[src/rtl/lim_counter_pkg.sv]
// Shared definitions for the limited counter cascade: direction encodings.
package lim_counter_pkg;

  localparam logic DIR_UP   = 1'b1;
  localparam logic DIR_DOWN = 1'b0;

endpackage

[src/rtl/lim_digit.sv]
// One limited-counter digit: range 0..LIM-1, steps up or down with wrap,
// and loads a sanitised value (out-of-range load becomes 0).
module lim_digit
  import lim_counter_pkg::*;
#(
  parameter int unsigned N   = 4,
  parameter int unsigned LIM = 10
) (
  input  logic         clk,
  input  logic         reset,
  input  logic         ld,
  input  logic [N-1:0] ld_val,
  input  logic         step,
  input  logic         up,
  output logic [N-1:0] q,
  output logic         at_max,
  output logic         at_min,
  output logic         clamp
);

  // N+1 bits so that LIM == 2**N compares without overflow.
  localparam logic [N:0]   LimW   = (N+1)'(LIM);
  localparam logic [N-1:0] MaxVal = N'(LIM - 1);

  logic [N-1:0] q_d, q_q;

  assign clamp  = {1'b0, ld_val} >= LimW;
  assign at_max = {1'b0, q_q} == (LimW - 1'b1);
  assign at_min = q_q == '0;
  assign q      = q_q;

  always_comb begin
    q_d = q_q;
    if (ld) begin
      q_d = clamp ? '0 : ld_val;
    end else if (step) begin
      if (up == DIR_UP) begin
        q_d = at_max ? '0 : q_q + 1'b1;
      end else begin
        q_d = at_min ? MaxVal : q_q - 1'b1;
      end
    end
  end

  always_ff @(posedge clk) begin
    if (reset) begin
      q_q <= '0;
    end else begin
      q_q <= q_d;
    end
  end

endmodule

[src/rtl/lim_counter.sv]
// Cascade of DIGITS limited digits with up/down counting, parallel load,
// a registered full-wrap pulse (co) and a registered load-clamp pulse (ld_err).
module lim_counter
  import lim_counter_pkg::*;
#(
  parameter int unsigned N      = 4,
  parameter int unsigned DIGITS = 2,
  parameter int unsigned L      = 10,
  parameter int unsigned L_MS   = 6
) (
  input  logic                clk,
  input  logic                reset,
  input  logic                en,
  input  logic                up,
  input  logic                ld,
  input  logic [N*DIGITS-1:0] din,
  output logic [N*DIGITS-1:0] count,
  output logic                co,
  output logic                ld_err
);

  logic [DIGITS-1:0] step;
  logic [DIGITS-1:0] at_max;
  logic [DIGITS-1:0] at_min;
  logic [DIGITS-1:0] clamp;

  logic co_d, co_q;
  logic ld_err_d, ld_err_q;

  // Ripple carry/borrow: digit k steps only when every lower digit is at its edge.
  always_comb begin
    step[0] = en & ~ld;
    for (int k = 1; k < int'(DIGITS); k++) begin
      step[k] = step[k-1] & ((up == DIR_DOWN) ? at_min[k-1] : at_max[k-1]);
    end
  end

  for (genvar k = 0; k < int'(DIGITS); k++) begin : g_digit
    lim_digit #(
      .N  (N),
      .LIM((k == int'(DIGITS) - 1) ? L_MS : L)
    ) u_digit (
      .clk   (clk),
      .reset (reset),
      .ld    (ld),
      .ld_val(din[k*N +: N]),
      .step  (step[k]),
      .up    (up),
      .q     (count[k*N +: N]),
      .at_max(at_max[k]),
      .at_min(at_min[k]),
      .clamp (clamp[k])
    );
  end

  always_comb begin
    co_d     = en & ~ld & ((up == DIR_DOWN) ? (&at_min) : (&at_max));
    ld_err_d = ld & (|clamp);
  end

  always_ff @(posedge clk) begin
    if (reset) begin
      co_q     <= 1'b0;
      ld_err_q <= 1'b0;
    end else begin
      co_q     <= co_d;
      ld_err_q <= ld_err_d;
    end
  end

  assign co     = co_q;
  assign ld_err = ld_err_q;

endmodule

[config.mk]
export PLATFORM = sky130hd
export DESIGN_NAME = lim_counter
export DESIGN_NICKNAME = d
export VERILOG_FILES = /design/src/rtl/lim_counter_pkg.sv /design/src/rtl/lim_digit.sv /design/src/rtl/lim_counter.sv
export SDC_FILE = /design/constraint.sdc
export NUM_CORES = 1
export LEC_CHECK = 0
export ABC_AREA = 1
export CAP_MARGIN = 5
export CORE_MARGIN = 8
export CORE_UTILIZATION = 42
export DETAILED_ROUTE_END_ITERATION = 7
export PLACE_DENSITY = 0.82
export SYNTH_ARGS = -nofsm -noshare
export SYNTH_HDL_FRONTEND = slang
export SYNTH_HIERARCHICAL = 1
export SYNTH_SLANG_ARGS = --single-unit
[constraint.sdc]
create_clock -name clk -period 1.6 [get_ports clk]
set_clock_uncertainty 0.15 [all_clocks]
set_input_delay 0.48 -clock clk [delete_from_list [all_inputs] [get_ports clk]]
set_output_delay 0.48 -clock clk [all_outputs]
set_load 0.005 [all_outputs]
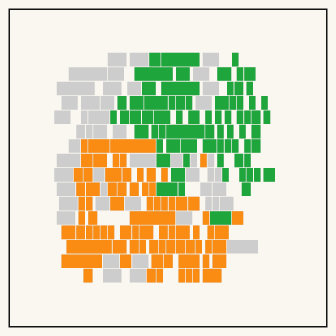
(run_1/blocks.png)
- `g_digit[0].u_digit`: orange (cells 77)
- `g_digit[1].u_digit`: green (cells 71)
- not colored: 49
Post-Route Utilization: 71.7%
die area: 3560 um^2
Non-Filler Instances: 224

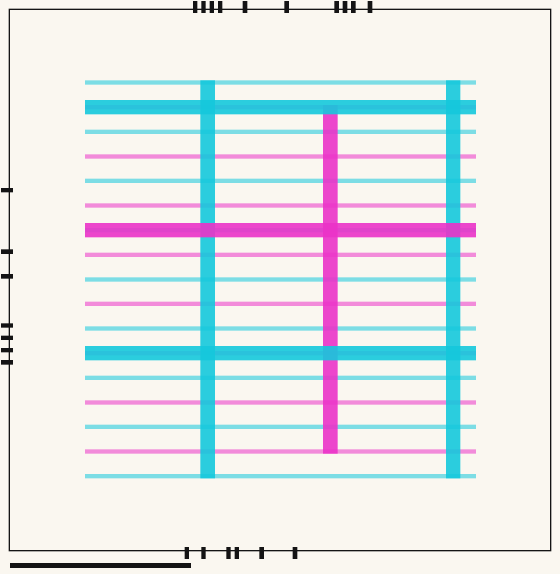
(run_1/floorplan.png)
The bar under the picture is 20 um long. Pins as bars on the die edge.
- VDD: magenta
- VSS: cyan
- met5 straps: 3
- signal pins: 23
- met4 straps: 3
worst vdd ir: 0.000464 V
core area: 1880 um^2
Die Y-Extent: 59.7 um

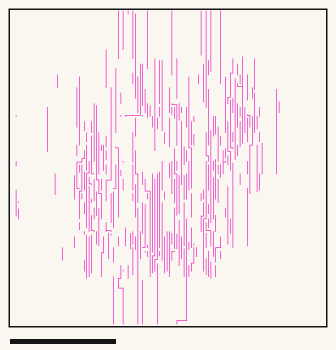
(run_1/m2.png)
The bar under the picture is 20 um long.
- wire length on this layer: 1400 um
- nets with wire on the layer: 183
- main direction: vertical
Total Wirelength: 2650 um
Via Count: 1120
GR met2 Demand/Resource: 26.8%

==> flow.log, run 1 <==
[flow] summary of implementation run
INFO  metric track_usage = 14.7%
INFO  metric finalClockPeriodUsage = 99.0%
INFO  metric synth-edff-count = 0
INFO  metric layout.nets = 211
INFO  metric critPathTopFamily = simple AND/OR/NAND/NOR gates
INFO  metric synth-area-yosys = 802 um^2
INFO  metric tritoncts = built
INFO  metric endpoints_failing_setup = 0
INFO  metric clock.fmax = 632 MHz
INFO  metric clk_pin_slew_worst_paths = 0.07 ns
INFO  metric root_buffer = sky130_fd_sc_hd__clkbuf_4
INFO  metric totalNegativeSetupSlack = 0 ns
INFO  metric top_area_share = 25.0%
INFO  metric synthCells = 146
INFO  metric ys_cells = 146
INFO  metric fraction_of_layout_cells_with_a_size_suffix_above_1 = 32.5%
INFO  metric synth_flops = 10
INFO  metric route.detailed.wl_per_inst = 11.8 um
INFO  metric synthFlopType = sky130_fd_sc_hd__dfxtp_1
INFO  metric place.detailed.instances = 214
INFO  metric synth_cell_types = 16
INFO  metric grt_pass1_vias = 1059
INFO  metric clock_insertion_delay_worst_skew = 0.26 ns
INFO  metric p_per_area = 613 nW/um^2
INFO  metric cp_num_buf_inv = 2
INFO  metric initial_antenna_violation_count = 0
INFO  metric synthMostInstantiatedCell = sky130_fd_sc_hd__nand2_1
INFO  metric layout-area-overhead-vs-synth = 68.2%
INFO  metric final_antenna_net_count = 0
INFO  metric yosysWarnings = 6
INFO  metric period_minus_slack = 1.58 ns
INFO  metric hpwl = 1910 um
INFO  metric crit_type = flop to flop
INFO  metric cts_buffer_depth = 2
INFO  metric worst_slew_margin_rel = 78.0%
INFO  metric die_x = 59.7 um
INFO  metric final-hold-violation-count = 0
INFO  metric warning_count = 28
INFO  metric global_route.overflow_total = 0
INFO  metric drt_first_pass_iters = 4
INFO  metric top_area_cell_types = sky130_fd_sc_hd__dfxtp_1 (25%), sky130_fd_sc_hd__nand2_1 (24%), sky130_fd_sc_hd__nand3_1 (11%)
INFO  metric reg2reg_from = g_digit[0].u_digit/q[1]$_SDFFE_PP0P_
INFO  metric hold_wc_path_type = flop to flop
INFO  metric outcome = finished, final reports clean
INFO  metric holdPathEnd = g_digit[0].u_digit/q[1]$_SDFFE_PP0P_
INFO  metric synth.net_count = 159
INFO  metric top_cells_by_count = sky130_fd_sc_hd__nand2_1 (51), sky130_fd_sc_hd__inv_1 (21), sky130_fd_sc_hd__nand3_1 (18)
INFO  metric portBuffers = 22
INFO  metric route.detailed.drc = 0
INFO  metric rsz0062_at_grt = yes
INFO  metric post_drt_via_cell_ratio = 5.00
INFO  metric syn-cell-area = 802 um^2
INFO  metric top_area_cell = sky130_fd_sc_hd__dfxtp_1
INFO  metric endpoint_kind = flop
INFO  metric worst-path-max-fanout = 6
INFO  metric design.portCount = 23
INFO  metric slew_viol_final = 0
INFO  metric seq_area_frac_synth = 25.0%
INFO  metric synth.avg_cell_area = 5.49 um^2
INFO  metric timing.critical_path.slowest_cell_delay = 0.37 ns
INFO  metric worstPathRequired = 1.65 ns
INFO  metric hold_ws = 0.382 ns
INFO  metric insertedDiodeCount = 0
INFO  metric gp_congestion = 0.864
INFO  metric hp-start = g_digit[0].u_digit/q[1]$_SDFFE_PP0P_
INFO  metric leakagePower = 0.717 nW
INFO  metric worst_path_most_repeated_cell = sky130_fd_sc_hd__nor2_4
INFO  metric timing.critical_path.from_type = flop
INFO  metric worst_hold_path.num_cells = 2
INFO  metric grt_pass1_wl = 4200 um
INFO  metric cells_along_the_critical_path = nor2_4 -> nand3_2 -> inv_2 -> nand2_2 -> a21oi_4 -> nor2_4 -> nor2_4 -> buf_4 -> nand2_1 -> a21oi_2
INFO  metric ff2ff_path_depth = 10
INFO  metric core.rowCount = 16
INFO  metric grt_max_degree = 8
INFO  metric cts-buffers-inserted = 3
INFO  metric rrSetupSlack = 0.02 ns
INFO  metric drt-initial-drc-count = 47
INFO  metric async_reset_ff_share = 0%
INFO  metric floorplan.initialDensity = 42.6%
INFO  metric ff_to_ff_end = g_digit[1].u_digit/q[2]$_SDFFE_PP0P_
INFO  metric reported_max_cap_violation_count = 0
INFO  metric actual_transition_at_the_worst_max_transition_pin = 0.331 ns
INFO  metric htreeDepth = 1
INFO  metric clkSinkCount = 10
INFO  metric timing.critical_path.slowest_stage_cell = sky130_fd_sc_hd__dfxtp_4
INFO  metric critical_path_arrival = 1.63 ns
run 1: metrics by stage:
step	power [W]	utilization, %	cell area (um^2)	setup WS, ns
3_5_place_dp	0.000571	63.7	1200	-0.383
2_1_floorplan	0.000425	-	802	0.0394
3_3_place_gp	0.000563	63.7	1200	-0.351
5_1_grt	0.000881	71.7	1350	-0.0770
4_1_cts	0.000816	69.5	1310	-0.0355
6_report	0.000827	71.7	1350	0.0166
run 1: routing by layer:
layer  up-vias  global-route usage, %  share of wire [%]
met5         -                      0                  0
met4         0                   6.80               0.75
met3         2                   2.80                2.9
met2        28                   26.8                 53
met1       519                   15.8                 43
li1        571                      -                  -
run 1: layout by cell type, fill, tap and decap left out, types with 6 or more instances in the layout:
cell,count
sky130_fd_sc_hd__inv_2,8
sky130_fd_sc_hd__nand2_2,8
sky130_fd_sc_hd__dlygate4sd2_1,12
sky130_fd_sc_hd__a21oi_1,8
sky130_fd_sc_hd__clkdlybuf4s50_1,9
sky130_fd_sc_hd__nand3_1,17
sky130_fd_sc_hd__inv_1,16
sky130_fd_sc_hd__buf_4,24
sky130_fd_sc_hd__nand2_1,45
sky130_fd_sc_hd__nor2_1,9
sky130_fd_sc_hd__dfxtp_1,6
run 1: worst max path at each step:
stage / cells past startpoint / startpoint / end / slack [ns]
6_report: 10 / g_digit[0].u_digit/q[1]$_SDFFE_PP0P_ / g_digit[1].u_digit/q[2]$_SDFFE_PP0P_ / 0.02
5_1_grt: 10 / g_digit[0].u_digit/q[1]$_SDFFE_PP0P_ / g_digit[1].u_digit/q[1]$_SDFFE_PP0P_ / -0.08
4_1_cts: 11 / g_digit[0].u_digit/q[0]$_SDFFE_PP0P_ / g_digit[1].u_digit/q[1]$_SDFFE_PP0P_ / -0.04
3_5_place_dp: 8 / up / g_digit[1].u_digit/q[1]$_SDFFE_PP0P_ / -0.38
3_3_place_gp: 8 / up / g_digit[1].u_digit/q[2]$_SDFFE_PP0P_ / -0.35
2_1_floorplan: 11 / g_digit[0].u_digit/q[0]$_SDFFE_PP0P_ / g_digit[1].u_digit/q[3]$_SDFFE_PP0P_ / 0.04
run 1: kinds of logic after synthesis:
group                  share of synthesized area, %
AND-OR/OR-AND                                  14.5
buffers and inverters                          11.7
flip-flops                                     25.0
AND/OR/NAND/NOR                                48.8
run 1: cell type report:
type,instances,area [um^2]
well taps,27,33.8
fillers,162,533
clock buffers,4,36.3
flip-flops and latches,10,213
repair buffers,47,399
multi-input cells,111,571
inverters,25,96.3
run 1: power breakdown:
group | internal [W] | switching, W
Combinational | 0.000152 | 0.000167
Clock | 0.000138 | 0.0000848
Sequential | 0.000265 | 0.0000205
Total | 0.000555 | 0.000272
run 1: flip-flops by register name, summed over array words and instances (netlist names):
register,count
g_digit.u_digit/q,8
co,1
ld_err,1
run 1: what timing repair did:
action	CTS	global route
endpoints found under the setup margin	17	6
hold buffers	0	0
endpoints found under the hold margin	0	0
buffers inserted	5	3
gates resized	32	13
pin swaps	2	7
==> run_1/m3.png <==
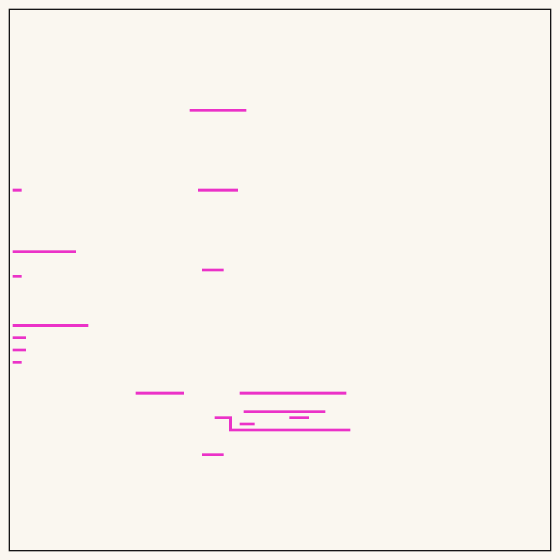

==> run 1 -> run 2 <==
--- a/config.mk
+++ b/config.mk
@@ -12,2 +12,3 @@
 export DETAILED_ROUTE_END_ITERATION = 7
+export GPL_ROUTABILITY_DRIVEN = 0
 export PLACE_DENSITY = 0.82
==> constraint.sdc (replaced) <==
create_clock -name clk -period 1.6 [get_ports clk]
set_clock_uncertainty 0.15 [all_clocks]
set_input_delay 0.24 -clock clk [delete_from_list [all_inputs] [get_ports clk]]
set_output_delay 0.24 -clock clk [all_outputs]
set_load 0.005 [all_outputs]
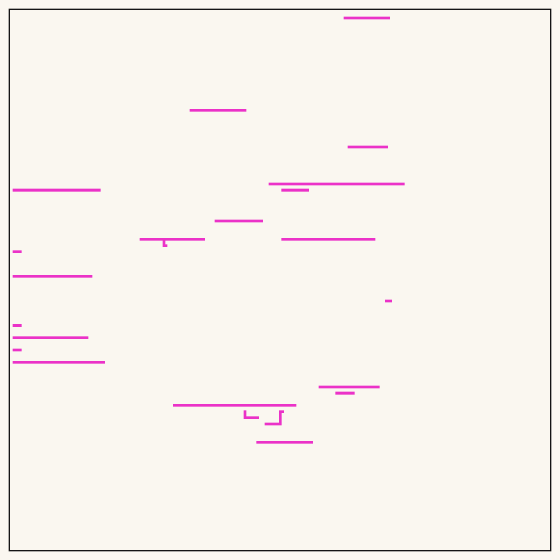
(run_2/m3.png)
- nets with wire on the layer: 21
- wire length on this layer: 127 um
- longest straight run: 14.7 um
- share of all routed wire: 4.9%
- main direction: horizontal
Total Wirelength: 2560 um
grt met3 use: 2.58%

==> flow.log, run 2 <==
[flow] summary of implementation run
INFO  metric timing.critical_path.from_type = flop
INFO  metric seq_area_frac_synth = 25.0%
INFO  metric stdcell_area = 1240 um^2
INFO  metric place.detailed.instances = 210
INFO  metric actual_transition_at_the_worst_max_transition_pin = 0.281 ns
INFO  metric layout-area-overhead-vs-synth = 55.1%
INFO  metric cells_along_the_critical_path = clkdlybuf4s50_1
INFO  metric grt_pass1_wl = 4090 um
INFO  metric top_area_share = 25.0%
INFO  metric grt_pass1_vias = 1017
INFO  metric synthSimpleGateAreaFrac = 48.8%
INFO  metric synthMuxAreaShare = 0%
INFO  metric synth_cell_types = 16
INFO  metric initial_antenna_violation_count = 0
INFO  metric htreeDepth = 1
INFO  metric worstPathRequired = 1.21 ns
INFO  metric final-hold-violation-count = 0
INFO  metric period_minus_slack = 1.55 ns
INFO  metric place_area = 1170 um^2
INFO  metric p_per_area = 644 nW/um^2
INFO  metric synth-area-yosys = 802 um^2
INFO  metric largest_register_ffs = 8
INFO  metric worst-path-max-fanout = 6
INFO  metric outcome = finished, final reports clean
INFO  metric route.detailed.drc = 0
INFO  metric critical_path_arrival = 1.16 ns
INFO  metric cts_buffer_depth = 2
INFO  metric synth_flops = 10
INFO  metric top_area_cell_types = sky130_fd_sc_hd__dfxtp_1 (25%), sky130_fd_sc_hd__nand2_1 (24%), sky130_fd_sc_hd__nand3_1 (11%)
INFO  metric final_antenna_net_count = 0
INFO  metric insertedDiodeCount = 0
INFO  metric endpoint_kind = output port
INFO  metric clock.fmax = 647 MHz
INFO  metric totalNegativeSetupSlack = 0 ns
INFO  metric tritoncts = built
INFO  metric synthFlopType = sky130_fd_sc_hd__dfxtp_1
INFO  metric portBuffers = 22
INFO  metric hold_ws = 0.377 ns
INFO  metric ys_cells = 146
INFO  metric synth.avg_cell_area = 5.49 um^2
INFO  metric synthCells = 146
INFO  metric hpwl = 1990 um
INFO  metric grt_max_degree = 12
INFO  metric async_reset_ff_share = 0%
INFO  metric cts-buffers-inserted = 3
INFO  metric reported_max_cap_violation_count = 0
INFO  metric crit_type = flop to output port
INFO  metric top_area_cell = sky130_fd_sc_hd__dfxtp_1
INFO  metric cp_num_buf_inv = 1
INFO  metric layout.nets = 203
INFO  metric non_filler_instances = 216
INFO  metric track_usage = 14.5%
INFO  metric clkSinkCount = 10
INFO  metric top_cells_by_count = sky130_fd_sc_hd__nand2_1 (51), sky130_fd_sc_hd__inv_1 (21), sky130_fd_sc_hd__nand3_1 (18)
INFO  metric hold_wc_path_type = flop to flop
INFO  metric fraction_of_layout_cells_with_a_size_suffix_above_1 = 23.8%
INFO  metric timing.critical_path.slowest_stage_cell = sky130_fd_sc_hd__clkdlybuf4s50_1
INFO  metric synth-edff-count = 0
INFO  metric vdd_drop_max = 0.000529 V
INFO  metric core.rowCount = 16
INFO  metric critPathTopFamily = buffers and inverters
INFO  metric synth.net_count = 159
INFO  metric chip_area = 3560 um^2
INFO  metric synthMostInstantiatedCell = sky130_fd_sc_hd__nand2_1
INFO  metric timing.critical_path.slowest_cell_delay = 0.52 ns
INFO  metric clk_pin_slew_worst_paths = 0.06 ns
INFO  metric most-common-layout-cells = sky130_fd_sc_hd__nand2_1 (51), sky130_fd_sc_hd__inv_1 (21), sky130_fd_sc_hd__nand3_1 (17), sky130_fd_sc_hd__buf_4 (17), sky130_fd_sc_hd__clkdlybuf4s50_1 (17)
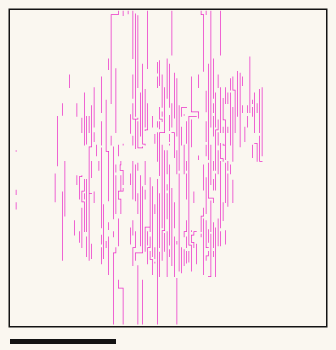
(run_2/m2.png)
The bar under the picture is 20 um long.
- wire length on this layer: 1380 um
- main direction: vertical
GR met2 Demand/Resource: 26.5%
Via Count: 1071

run 2: kinds of logic (layout without fill, tap and decap cells):
| kind of cell | after synthesis | after routing |
|---|---|---|
| compound gates | 20 | 20 |
| flops | 10 | 10 |
| simple gates | 91 | 91 |
| buf+inv | 25 | 68 |
run 2: what timing repair did:
action	in CTS	in global routing
pin swaps	0	1
gates resized	10	6
endpoints found under the setup margin	7	6
buffers inserted	0	2
gates cloned	0	0
run 2: cell type report:
class,instances,area (um^2),area share (%)
Inverter,25,93.8,7.55
Tap cell,27,33.8,2.72
Timing Repair Buffer,39,345,27.8
Clock buffer,4,36.3,2.92
Multi-Input combinational cell,111,524,42.2
Sequential cell,10,210,16.9
run 2: final timing paths:
check / from / end / slack, ns / depth (start not counted)
max: g_digit[1].u_digit/q[0]$_SDFFE_PP0P_ / count[4] / 0.05 / 1
max reg2reg: g_digit[0].u_digit/q[3]$_SDFFE_PP0P_ / g_digit[1].u_digit/q[1]$_SDFFE_PP0P_ / 0.08 / 10
min reg2reg: g_digit[1].u_digit/q[3]$_SDFFE_PP0P_ / g_digit[1].u_digit/q[3]$_SDFFE_PP0P_ / 0.38 / 2
min: g_digit[1].u_digit/q[3]$_SDFFE_PP0P_ / g_digit[1].u_digit/q[3]$_SDFFE_PP0P_ / 0.38 / 2
run 2: metal layers:
metal / wire length (um) / up-vias / GRT usage [%]
li1: - / 551 / -
met1: 1030 / 481 / 15.6
met2: 1380 / 37 / 26.5
met3: 126 / 2 / 2.58
met4: 31 / 0 / 6.46
met5: 0 / - / 0
run 2: through the flow:
step | total power, W | utilization [%] | worst slack, ns
floorplan | 0.000425 | - | 0.0394
global placement | 0.000559 | 62.1 | -0.120
detailed placement | 0.000569 | 62.1 | -0.147
CTS | 0.000790 | 64.2 | 0.0158
global route | 0.000857 | 66.1 | -0.0303
finish | 0.000801 | 66.1 | 0.0538
run 2: report_power, final:
group          total, W  switching, W  leakage (nW)  internal, W
Sequential     0.000285     0.0000183        0.0847     0.000266
Clock          0.000224     0.0000858        0.0210     0.000138
Combinational  0.000292      0.000153         0.547     0.000139
==> run_2/floorplan.png <==
The bar under the picture is 20 um long. Pins as bars on the die edge.
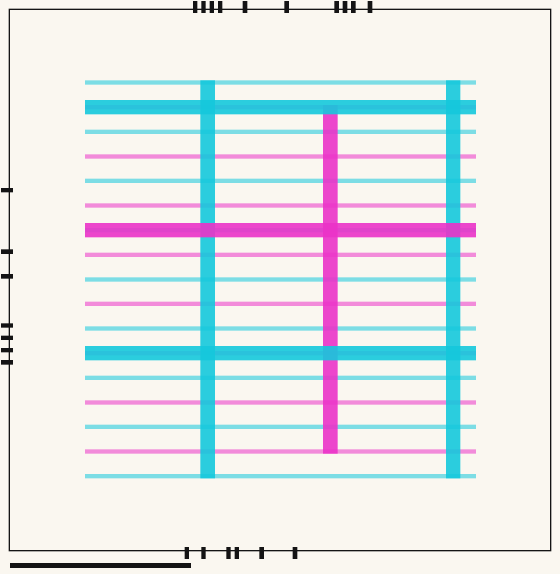

==> run 2 -> run 3 <==
- ABC_AREA: 1 -> default
- CAP_MARGIN: 5 -> 20
- CORE_MARGIN: 8 -> 2
- PLACE_DENSITY: 0.82 -> 0.81
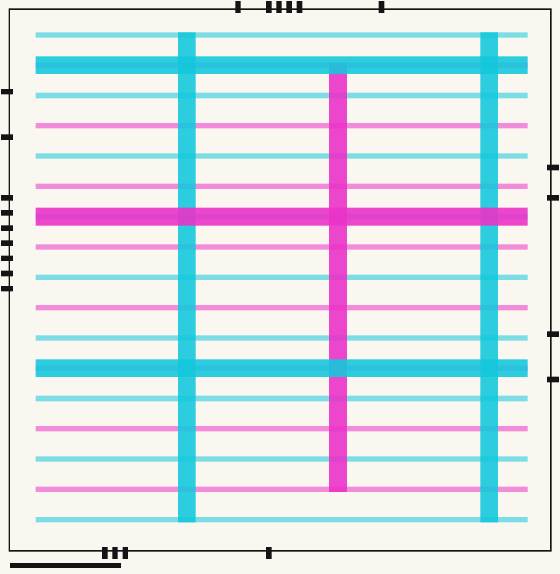
(run_3/floorplan.png)
The bar under the picture is 10 um long. Pins as bars on the die edge.
- VDD: magenta
- VSS: cyan
- rows: 16
- met4 straps: 3
- signal pins: 23
- met1 rails: 17
Die Y-Extent: 48.5 um
worst vdd ir: 0.000469 V
horizontal extent of the die: 48.5 um

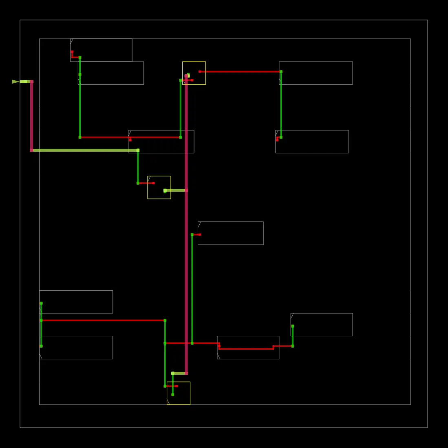
(run_3/clock_nets.png)
power consumed by the clock network: 0.000186 W
tally of clock buffers in the finished layout: 3
Num CTS Buffers: 3
TritonCTS sink count: 10

==> flow.log, run 3 <==
[flow] summary of implementation run
INFO  metric floorplan.initialDensity = 43.2%
INFO  metric synthSimpleGateAreaFrac = 33.9%
INFO  metric layout-area-overhead-vs-synth = 65.5%
INFO  metric synthCells = 104
INFO  metric mostFrequentLayoutCell = sky130_fd_sc_hd__buf_4
INFO  metric cells_along_the_critical_path = or4_4 -> and3_4 -> or4_4 -> a41oi_2
INFO  metric timing.critical_path.slowest_cell_delay = 0.52 ns
INFO  metric final.setup.worst_slack = -0.312 ns
INFO  metric hpwl = 1770 um
INFO  metric cts_buffer_depth = 2
INFO  metric synth_xor_xnor_area_share = 6.33%
INFO  metric portBuffers = 22
INFO  metric final-hold-violation-count = 0
INFO  metric route.detailed.wl_per_inst = 15.0 um
INFO  metric layout.nets = 168
INFO  metric grt_pass1_wl = 4180 um
INFO  metric busiest_layer = met2
INFO  metric synth-area-yosys = 831 um^2
INFO  metric worst-path-max-fanout = 5
INFO  metric use_met1 = 24.6%
INFO  metric root_buffer = sky130_fd_sc_hd__clkbuf_4
INFO  metric core.rowCount = 16
INFO  metric syn-cell-area = 831 um^2
INFO  metric top_area_share = 24.1%
INFO  metric synth_flops = 10
INFO  metric critPathTopFamily = simple AND/OR/NAND/NOR gates
INFO  metric warning_count = 29
INFO  metric top_cells_by_count = sky130_fd_sc_hd__dfxtp_1 (10), sky130_fd_sc_hd__nor2_1 (10), sky130_fd_sc_hd__a21oi_1 (5), sky130_fd_sc_hd__inv_1 (5), sky130_fd_sc_hd__nand2_1 (5)
INFO  metric most-common-layout-cells = sky130_fd_sc_hd__buf_4 (28), sky130_fd_sc_hd__clkdlybuf4s50_1 (17), sky130_fd_sc_hd__nor2_1 (9)
INFO  metric synth-edff-count = 0
INFO  metric synth.avg_cell_area = 7.99 um^2
INFO  metric totalWireLength = 2690 um
INFO  metric synth_cell_types = 44
INFO  metric fp.coreArea = 1920 um^2
INFO  metric top_area_cell = sky130_fd_sc_hd__dfxtp_1
INFO  metric insertedDiodeCount = 0
INFO  metric largest_register_ffs = 8
INFO  metric totalNegativeSetupSlack = -0.930 ns
INFO  metric yosysWarnings = 6
INFO  metric synth_compound_gate_area_share = 23.0%
INFO  metric design.portCount = 23
INFO  metric p_per_area = 562 nW/um^2
INFO  metric ys_cells = 104
INFO  metric yosys_adder_share = 0%
INFO  metric timing.critical_path.from_type = flop
INFO  metric drt-initial-drc-count = 25
INFO  metric global_route.overflow_total = 0
INFO  metric cp_num_buf_inv = 0
INFO  metric drt_first_pass_iters = 4
INFO  metric chip_area = 2350 um^2
INFO  metric slew_viol_final = 0
INFO  metric seq_area_frac_synth = 24.1%
INFO  metric leakagePower = 0.586 nW
INFO  metric outcome = finished with violations
INFO  metric reported_max_cap_violation_count = 0
INFO  metric logic_family = simple AND/OR/NAND/NOR gates
INFO  metric htreeDepth = 1
INFO  metric period_minus_slack = 1.91 ns
INFO  metric timing.critical_path.slowest_stage_cell = sky130_fd_sc_hd__or4_4
INFO  metric clock_insertion_delay_worst_skew = 0.28 ns
INFO  metric actual_transition_at_the_worst_max_transition_pin = 0.268 ns
INFO  metric top_area_cell_types = sky130_fd_sc_hd__dfxtp_1 (24%), sky130_fd_sc_hd__buf_6 (5.4%), sky130_fd_sc_hd__nor2_1 (4.5%)
INFO  metric grt_max_degree = 19
INFO  metric post_drt_via_cell_ratio = 5.71
INFO  metric tritoncts = built
INFO  metric final_antenna_net_count = 0
INFO  metric fraction_of_layout_cells_with_a_size_suffix_above_1 = 36.6%
INFO  metric worst_path_most_repeated_cell = sky130_fd_sc_hd__or4_4
INFO  metric initial_antenna_violation_count = 0
INFO  metric global_route.usage.met3 = 3.40%
INFO  metric groute.layer.met2.usage = 40.3%
INFO  metric fillers = 149
INFO  metric clock.fmax = 523 MHz
INFO  metric clk_pin_slew_worst_paths = 0.07 ns
INFO  metric hold_ws = 0.319 ns
INFO  metric endpoint_kind = flop
INFO  metric vias = 1027
INFO  metric failed_checks = setup timing
INFO  metric route.detailed.drc = 0
INFO  metric worst_slew_margin_rel = 81.9%
INFO  metric crit_type = flop to flop
INFO  metric synth.net_count = 117
INFO  metric rsz0062_at_grt = yes
INFO  metric synthMuxAreaShare = 2.41%
INFO  metric track_usage = 22.5%
INFO  metric async_reset_ff_share = 0%
INFO  metric worstPathRequired = 1.66 ns
INFO  metric critical_path_arrival = 1.97 ns
INFO  metric finalClockPeriodUsage = 119%
INFO  metric hold_wc_path_type = primary input to flop
INFO  metric endpoints_failing_setup = 6
INFO  metric grt_pass1_vias = 1011
INFO  metric synthFlopType = sky130_fd_sc_hd__dfxtp_1
-- run 3: cell types whose count changed in the layout (fill, tap and decap cells not counted), moves of 5 or more --
cell	change
sky130_fd_sc_hd__buf_4	+11
sky130_fd_sc_hd__nand3_1	-14
sky130_fd_sc_hd__nand2_1	-47
sky130_fd_sc_hd__nor2_2	-5
sky130_fd_sc_hd__inv_1	-16
-- run 3: power by group --
part	total [W]	switching [W]	internal (W)
sequential	0.000283	0.0000218	0.000262
clock	0.000186	0.0000988	0.0000874
combinational	0.000304	0.000129	0.000175
-- run 3: path summary, 6_finish.rpt --
check / cells past startpoint / slack, ns / to / from
min reg2reg: 2 / 0.42 / g_digit[1].u_digit/q[2]$_SDFFE_PP0P_ / g_digit[1].u_digit/q[1]$_SDFFE_PP0P_
min: 4 / 0.32 / co$_SDFF_PP0_ / ld
max reg2reg: 4 / -0.31 / g_digit[0].u_digit/q[3]$_SDFFE_PP0P_ / g_digit[0].u_digit/q[2]$_SDFFE_PP0P_
max: 4 / -0.31 / g_digit[0].u_digit/q[3]$_SDFFE_PP0P_ / g_digit[0].u_digit/q[2]$_SDFFE_PP0P_
-- run 3: layout make-up --
| cell class | count | area, um^2 | area share, % |
|---|---|---|---|
| clock buffer | 3 | 22.5 | 1.64 |
| inverter | 5 | 18.8 | 1.36 |
| tap | 27 | 33.8 | 2.46 |
| sequential | 10 | 219 | 15.9 |
| multi-input combinational | 81 | 607 | 44.1 |
| timing repair buffer | 54 | 474 | 34.5 |
-- run 3: logic make-up after synthesis --
logic type      count (synthesis)
mux                             2
flops                          10
xor+xnor                        6
simple gates                   46
buf+inv                        13
compound gates                 27
-- run 3: per-layer routing --
metal	vias to the layer above	routed length, um
met5	-	0
met4	0	99
met2	42	1380
met3	11	141
li1	485	-
met1	489	1070
-- run 3: metrics by stage --
step                      area, um^2  power (W)  std cells  setup slack (ns)  util [%]
after detailed placement        1250   0.000555        172            -0.652      64.9
after global routing            1380   0.000814        180            -0.372      71.5
after CTS                       1320   0.000749        178            -0.274      68.7
after global placement          1250   0.000546        172            -0.645      64.9
final                           1380   0.000773        180            -0.312      71.5
after floorplan                  871   0.000428        104            -0.428         -
-- run 3: tightest hold or removal path, delay by kind of cell --
family	cells	cell delay (ns)
buf+inv	2	0.27
simple gates	1	0.17
compound gates	1	0.03
-- run 3: what timing repair did --
action | CTS | global route
setup endpoints to repair | 12 | 14
setup buffers | 3 | 2
gates cloned | 0 | 0
hold buffers | 0 | 0
resized | 14 | 12
pin swaps | 4 | 1
Power is estimated from default activity; no workload was simulated.
